**src/rtl/seq_shift_right_alu.sv**
```systemverilog
// Multi-cycle right shifter (logical/arithmetic), one bit position per clock,
// start/done handshake and the ALU-family flags of/cary/eq.
module seq_shift_right_alu #(
   parameter int WIDTH = 32,
   parameter int CNT_W = $clog2(WIDTH) + 1
) (
   input  logic             clk,
   input  logic             rst_n,
   input  logic             start,
   input  logic             arith,
   input  logic [WIDTH-1:0] a,
   input  logic [31:0]      b,
   output logic [WIDTH-1:0] s,
   output logic             of,
   output logic             cary,
   output logic             eq,
   output logic             busy,
   output logic             done
);

   typedef enum logic [1:0] {IDLE, SHIFT, DONE} state_t;

   state_t           state, state_nxt;
   logic [WIDTH-1:0] work, a_save;
   logic [CNT_W-1:0] cnt, n_load;
   logic             mode, sticky, last_out, fill;

   // Any amount at or past WIDTH behaves exactly like WIDTH.
   always_comb begin
      if (b >= 32'(WIDTH)) n_load = CNT_W'(WIDTH);
      else                 n_load = b[CNT_W-1:0];
   end

   assign fill = mode & work[WIDTH-1];

   always_ff @(posedge clk or negedge rst_n) begin
      if (!rst_n) state <= IDLE;
      else        state <= state_nxt;
   end

   always_comb begin
      state_nxt = state;
      busy      = (state != IDLE);
      done      = 1'b0;
      case (state)
         IDLE:    if (start) state_nxt = SHIFT;
         SHIFT:   if (cnt == '0) state_nxt = DONE;
         DONE: begin
            done      = 1'b1;
            state_nxt = IDLE;
         end
         default: state_nxt = IDLE;
      endcase
   end

   always_ff @(posedge clk or negedge rst_n) begin
      if (!rst_n) begin
         work     <= '0;
         a_save   <= '0;
         cnt      <= '0;
         mode     <= 1'b0;
         sticky   <= 1'b0;
         last_out <= 1'b0;
         s        <= '0;
         of       <= 1'b0;
         cary     <= 1'b0;
         eq       <= 1'b0;
      end else begin
         case (state)
            IDLE: if (start) begin
               work     <= a;
               a_save   <= a;
               mode     <= arith;
               cnt      <= n_load;
               sticky   <= 1'b0;
               last_out <= 1'b0;
            end
            SHIFT: begin
               if (cnt != '0) begin
                  last_out <= work[0];
                  sticky   <= sticky | work[0];
                  work     <= {fill, work[WIDTH-1:1]};
                  cnt      <= cnt - CNT_W'(1);
               end else begin
                  // Results only move here, so they hold between operations.
                  s    <= work;
                  cary <= last_out;
                  of   <= sticky;
                  eq   <= (work == a_save);
               end
            end
            default: ;
         endcase
      end
   end

endmodule

```
**config.mk**
```make
export PLATFORM = sky130hd
export DESIGN_NAME = seq_shift_right_alu
export DESIGN_NICKNAME = d
export VERILOG_FILES = /design/src/rtl/seq_shift_right_alu.sv
export SDC_FILE = /design/constraint.sdc
export NUM_CORES = 1
export LEC_CHECK = 0
export ABC_CLOCK_PERIOD_IN_PS = 1820
export CAP_MARGIN = 5
export CORE_ASPECT_RATIO = 0.7
export CORE_MARGIN = 1.5
export CORE_UTILIZATION = 46
export DETAILED_ROUTE_END_ITERATION = 16
export GPL_TIMING_DRIVEN = 0
export HOLD_SLACK_MARGIN = 0.05
export PLACE_DENSITY = 0.76
export SLEW_MARGIN = 5
export SYNTH_ARGS = -nofsm -noshare
export SYNTH_HDL_FRONTEND = slang
export SYNTH_SLANG_ARGS = --single-unit
```
**constraint.sdc**
```tcl
create_clock -name clk -period 1.82 [get_ports clk]
set_input_delay 0.455 -clock clk [delete_from_list [all_inputs] [get_ports clk]]
set_output_delay 0.455 -clock clk [all_outputs]
set_load 0.01 [all_outputs]
```
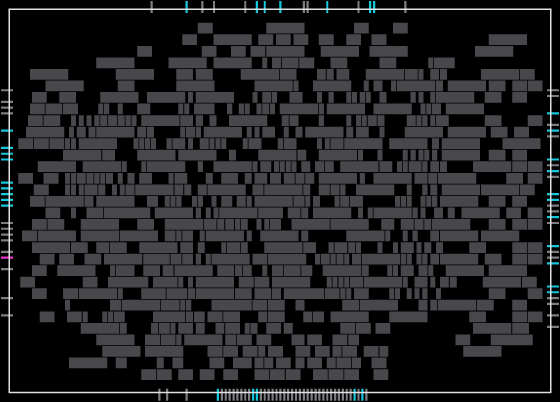
*Ports around the boundary*
Pins as bars across the die edge, other pins in gray.
legend:
  cyan:
    port: a
    pins: 32
    direction: input
    edge: 11 east, 9 west, 7 north, 5 south
  magenta:
    port: of
    pins: 1
    direction: output
    edge: west
all pins by edge: 42 south, 26 east, 22 west, 15 north
die y size: 90.0 um
die boundary width: 127 um
I/O Buffers: 104

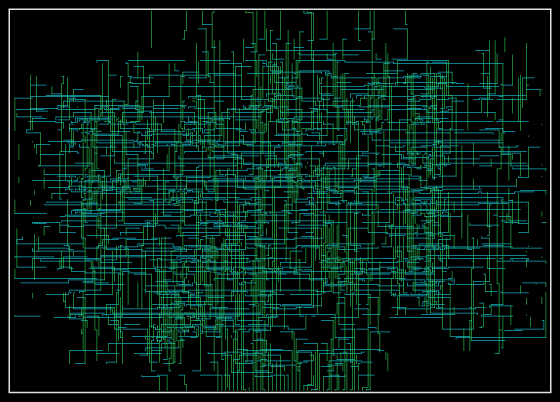
*Wiring by layer*
Only two layers are drawn.
legend:
  cyan:
    layer: metal 1
    wire_length: 6150 um
  green:
    layer: metal 2
    wire_length: 6070 um
number of vias in the routed layout: 4207
post-detailed-route wirelength per cell: 17.7 um
Total Routed Length: 13.3 mm

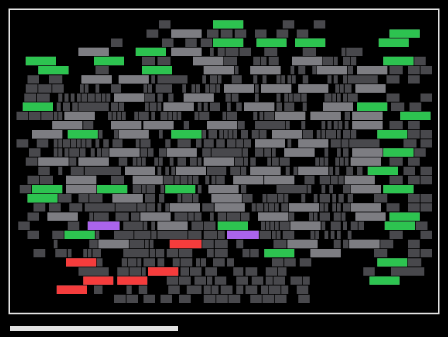
*Where the registers sit*
Bar = 50 um. Other sequential cells in the stronger gray, the rest of the logic in the fainter gray.
legend:
  green:
    netlist_name: s
    flops: 32
    where: spread over the die
  purple:
    netlist_name: state
    flops: 2
  red:
    netlist_name: cnt
    flops: 6
    where: south-west
not colored: 70
FF/Latch Area: 2760 um2
final design utilization: 64.1%
sequential share of cell area: 41.2%
reported sequential group power: 4.74 mW

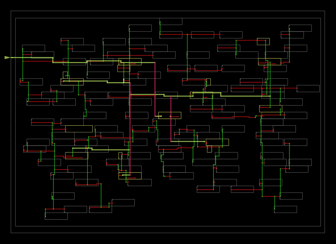
*Clock wiring as the flow saved it*
Clock net power: 2.00 mW
clock network latency to the later pin of the worst-skew pair: 0.36 ns
number of clock-tree buffers in the layout: 12
CTS Sinks: 110

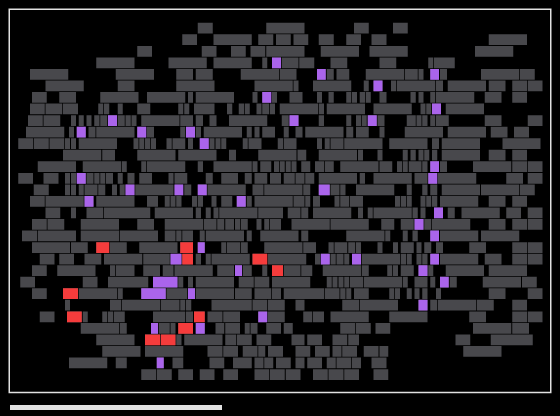
*Logic cells by family*
Bar = 50 um.
legend:
  purple:
    family: aoi and oai cells
    cells: 41
    most_used: a31oi_1
  red:
    family: non-inverting ao/oa cells
    cells: 11
    most_used: a221o_1

==> datasheet_impl.txt <==
Summary of implementation characteristics

Parameter                              Value

Synthesis
  Yosys-reported design area after synthesis    slightly below 5000 um2
  Number of cells in Yosys stat    roughly 490
  Synthesis warning total    0
  Number of nets produced by synthesis    ~560
  Primary FF master, synth    dfrtp_1
  Number of flops mapped to enable cells by yosys    0
  Number of flip-flops and latches in the synthesized netlist    around 110
  Number of instances in the synthesized netlist    494
  Asr flop ratio synth    100%

Setup path
  Cell family with the largest share of critical-path delay    simple AND/OR/NAND/NOR gates
  Nature of the critical path startpoint    input pin
  Depth of the worst register-to-register path    6
  Crit. Startpoint    start
  Kind of end point of the critical path    flop
  CP Class    in -> reg
  Biggest cell delay along the critical path    0.49 ns
  Worst Path Buf+Inv    2
  CP cell instances    clkdlybuf4s50_1 -> or3b_4 -> buf_4 -> nor3_4 -> a221o_1
  Worst r2r dst    cnt[4]
  Capturing element of the worst setup path    cnt[0]
  Cell at the slowest stage of the critical path    clkdlybuf4s50_1
  Critical Path Stages    5
  Crit path DAT    2.07 ns
  Maximum fanout count along the critical path    5
  Setup slack, reg-to-reg    0.04 ns

Timing
  Transition time at the pin with the least slew margin    just over 0.5 ns
  Fin Setup TNS    0 ns
  Unrepaired setup endpoints after global routing    yes
  Final setup skew    0.0103 ns
  Total count of max-transition violations in the final report    0
  Final min period    between 1.5 and 2 ns
  Maximum clock rate    between 500 and 600 MHz
  Cycle use final    around 98%
  Worst slew margin    approximately two thirds
  # setup viols final    0

Power
  Worst-case vdd ir drop    between 800 and 900 uV
  Cell Pwr Density    around 1900 nW/um2
  Total leakage power    3.01 nW
  Power Total    12.5 mW

Placement
  Weighted congestion at the end of routability-driven global placement    0.860
  Placed wire-length estimate    9.43 mm

Clocking
  CTS Root Cell    clkbuf_16
  Number of buffers between clock root and the deepest sink    2
  Number of H-tree levels    3
  Cts bufs inserted    9
  Clock slew at reported path FFs    roughly 0.070 ns

Global route
  Aggregate global-route resource usage    24.4%
  First-pass GRT wire length    21.8 mm
  Grt total ovfl    0

Finish
  Area growth from synthesis to final layout    34.5%
  Combinational gate area    between 2000 and 2500 um2
  Filler cell count    roughly 820
  Diodes inserted    0
  Post-layout net count    between 600 and 700

Die
  Die Area    about 11000 um2
  I/O pin cnt    105
  Num rows    31
  Core area    10400 um2

Worst hold path
  Worst hold-check path type    in -> async

Routing
  Residual DRC count    0
  Violation tally from detailed-route iteration zero    a little over 400
  Post-detailed-route count of antenna-violating nets    0
  First drt pass iteration count    5
  Ratio of routed vias to standard cells    approximately 5.6

Outcome
  Status    complete, no violations

Run
  Number of logged tool warnings    29
==> how the worst min path moves through the flow <==
| stage | startpoint | end | cells past startpoint |
|---|---|---|---|
| 3_5_place_dp | rst_n | s[27] | 1 |
| 3_3_place_gp | mode | mode | 2 |
| 5_1_grt | rst_n | s[27] | 2 |
| 6_report | rst_n | s[27] | 2 |
| 4_1_cts | mode | mode | 2 |
| 2_1_floorplan | rst_n | a_save[0] | 0 |
==> synth_stat cells, drive strengths merged, types with 3 or more instances <==
master / count / area, um2
o21ai: 5 / 36.3
buf: 17 / 83.8
nand3: 3 / 20.0
nand2: 158 / 593
inv: 6 / 22.5
nor2: 7 / 28.8
nor3: 33 / 165
dfrtp: 110 / 2750
a31oi: 31 / 194
clkbuf: 11 / 41.3
nor2b: 3 / 18.8
xor2: 32 / 280
nand4: 4 / 25.0
mux2: 34 / 383
a221o: 6 / 60.1
nor4: 15 / 109
==> cell families (layout without fill, tap and decap cells) <==
logic type                 Yosys count  count (layout)  synth area share [%]
adders and majority gates            2               2                 0.503
xor gates and xnor gates            32              32                  5.64
buffers and inverters               34             164                  2.97
and+or+nand+nor                    230             230                  20.4
muxes                               34              34                  7.70
AOI/OAI and AO/OA                   52              52                  7.35
DFF                                110             110                  55.4
==> power breakdown <==
group          internal [mW]  switching (mW)  leakage, nW
sequential              3.68            1.06         1.32
combinational           2.75            3.01         1.54
clock                   1.14           0.867        0.152
==> flip-flops by register name, summed over array words and instances, names as in the netlist <==
register and cells:
a_save 32, s 32, work 32, cnt 6
state 2, cary 1, eq 1, last_out 1
mode 1, of 1, sticky 1
==> through the flow <==
stage / setup WS [ns] / area [um2] / instances / hold WS (ns)
after global placement: -3.79 / 6180 / 730 / 0.460
after CTS: -0.0155 / 6610 / 752 / 0.490
after detailed placement: -0.574 / 6210 / 731 / 0.303
final: 0.0368 / 6690 / 756 / 0.496
after global routing: -0.0266 / 6690 / 756 / 0.510
after floorplan: 0.00719 / 4970 / 494 / 0.159
==> worst register-to-register path: cells and delay by family, from the launching register on <==
kind	cells	cell delay (ns)
AND-OR/OR-AND	2	0.52
adder cells (fa/ha/maj)	1	0.13
buffers and inverters	1	0.08
flip-flops	1	0.40
AND/OR/NAND/NOR	2	0.56
==> layer usage <==
metal	part of all wire, %	routed length, um	up-vias	track usage, %
met5	0	0	-	0
met4	1.1	145	0	5.49
met3	7.4	987	15	5.48
met2	45	6070	185	36.2
met1	46	6150	2066	36.6
li1	-	-	1941	-
==> cell type report <==
| type | instances | area share (%) |
|---|---|---|
| sequential | 110 | 41.2 |
| multi-input combinational | 350 | 31.9 |
| timing repair buffer | 114 | 17.0 |
| clock buffer | 12 | 3.84 |
| buffer | 28 | 2.56 |
| tap | 132 | 2.47 |
| clock inverter | 4 | 0.674 |
| inverter | 6 | 0.337 |
==> repair_timing <==
item / CTS / global route
cloned: 0 / 0
hold endpoints to repair: 17 / 0
gates resized: 22 / 24
hold buffers: 1 / 0
endpoints found under the setup margin: 95 / 59
setup buffers: 4 / 4
pin swaps: 5 / 6
Power and IR drop assume default switching activity.
